Design ring_counter, sky130hd; sources not shown.
Fig. 1: the metal 2 layer
Drawn at 12 px/µm.
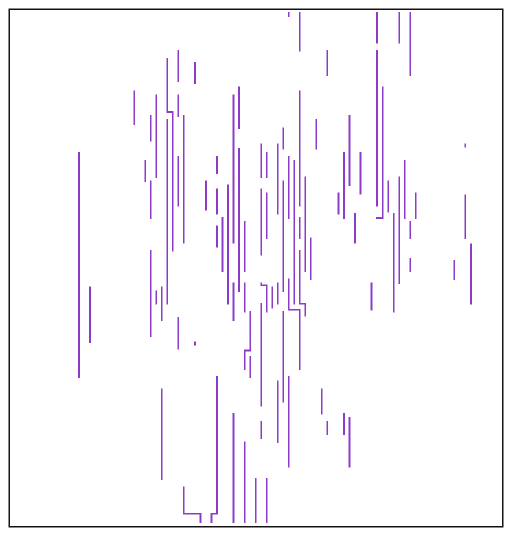
main direction	vertical
wire length on this layer	450 µm
nets with wire on the layer	63
share of all routed wire	45%
longest straight run	18.7 µm
GR Util met2: 20.63%
DRT Wirelength: 996 µm
via count: 425

Fig. 2: clock distribution
Drawn at 6 px/µm.
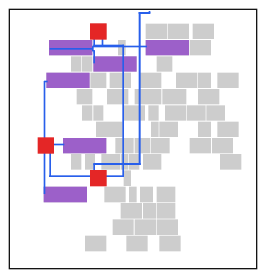
[purple] flip-flops | count: 6
[red] clock-net drivers | count: 3
[blue] clock wires | length: 128 µm
routed clock nets	4
clock power share: 23.9%
Layout Skew: 0.0004266 ns

Fig. 3: placed standard cells
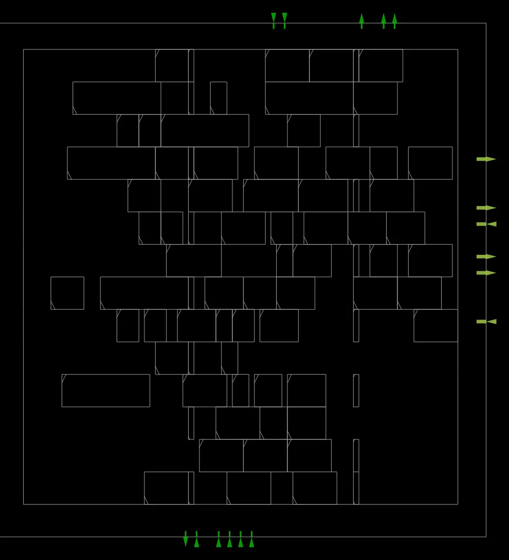
final cell count without fillers: 82
core area: 0.001384 mm²
Final Util: 45.66%

Fig. 4: port wiring
Drawn at 12 px/µm.
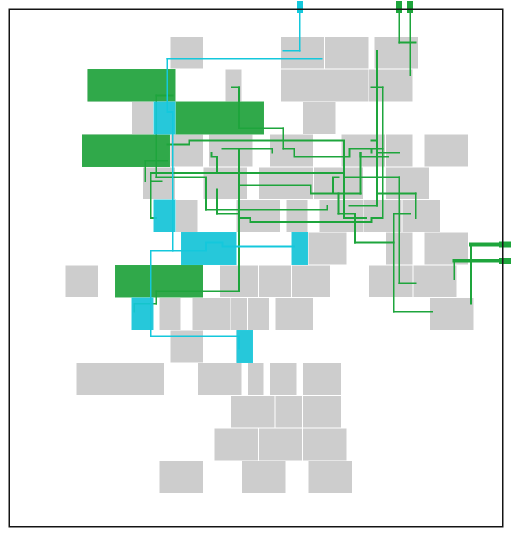
colour	port	bits	direction	edge	end cells	buffers	wire
cyan	reset	1	input	north	6	1	62.3 µm
green	Q	4	output	2 north, 2 east	4	5	250 µm
PortBufs: 16
total I/O pin count: 17

==> results.ini <==
[sta]
rsz0062_at_grt=false
min_period_ns=1.928
slew_headroom_pct=66.28
fmax_ghz=0.5188
worst_pin_slew_ns=0.4980
holdWs_ns=0.6098
fin_crit_sh_pct=90.93

[placed_design]
place_inst=79
gp_congestion=0.7577
dp.final_hpwl_um=764.3
pre_cts_slack_ns=0.04482

[global_routing]
track_usage_pct=14.07
antenna_found_initial=0
grt_max_degree=11
grt_pass1_wl_mm=1.559
busiest_layer=met2
gr-total-overflow=0
grt_pass1_vias=387

[clock_network]
numCtsBuffers=3
clk_latency_ns=0.25
cts_tree=yes
clkSinkCount=6
clkTransAtPathRegs_ns=0.04
post_cts_buffers=0
cts_hold_repair.buffers=0

[setup_path]
critical_path_cell_count=5
cp-start-kind=register
slowest_stage=or3b_1
cp_num_buf_inv=0
rrSetupSlack_ns=0.19
critPathRequiredTime_ns=2.24
crit_top_cell=o211ai_2
rr_worst_depth=5
end_kind=register

[yosys]
synthCells=47
ys_sh_aoi_pct=24.42
ys_seq_share_pct=27.91
most_common_cell=dfxtp_1
topCellsByArea=dfxtp_1 28%, mux2i_1 9.3%, or4b_1 9.3%, o211ai_2 5.8%, or2_1 5.8%
yosys_cells=47
top_area_share_pct=27.91
xor_area_share_pct=4.070
fp_nets=56
async_flop_share_pct=0
syn-mean-instance-area_um2=9.158
synth-edff-count=0

[job]
max-cap-violations=0

[finish]
nFillCells=141
antenna_cells=0
final-comb-area_um2=286.5
final_cell_mix=16 x clkdlybuf4s50_1, 6 x dfxtp_1, 4 x mux2i_1, 4 x or2_1, 4 x or4b_1
final_nets=77
num-nonclk-buffers=18
largest_reg_flops=4
layout_top_cell=clkdlybuf4s50_1
nClkBuffers=3

[route]
wl_met1_um=443
ant_nets=0
first_pass_iters=4
routed.top_layer=met4
wl_per_cell_um=12.15
wl_met2_um=449

[pwr]
pg_seq_uw=150
ir_worst_vdd_uv=346.6
pg_clk_uw=107
power_leakage_uw=0.0002469
p_sw_share_pct=32.48
powerDensity_mw_per_mm2=707.2

[min_path]
hp-class=register to register
hold_depth=2

[floorplanning]
die_width_um=41
die_y_um=43
tapCellCount=16

[outcome]
status=finished clean

Power is estimated from default activity; no workload was simulated.
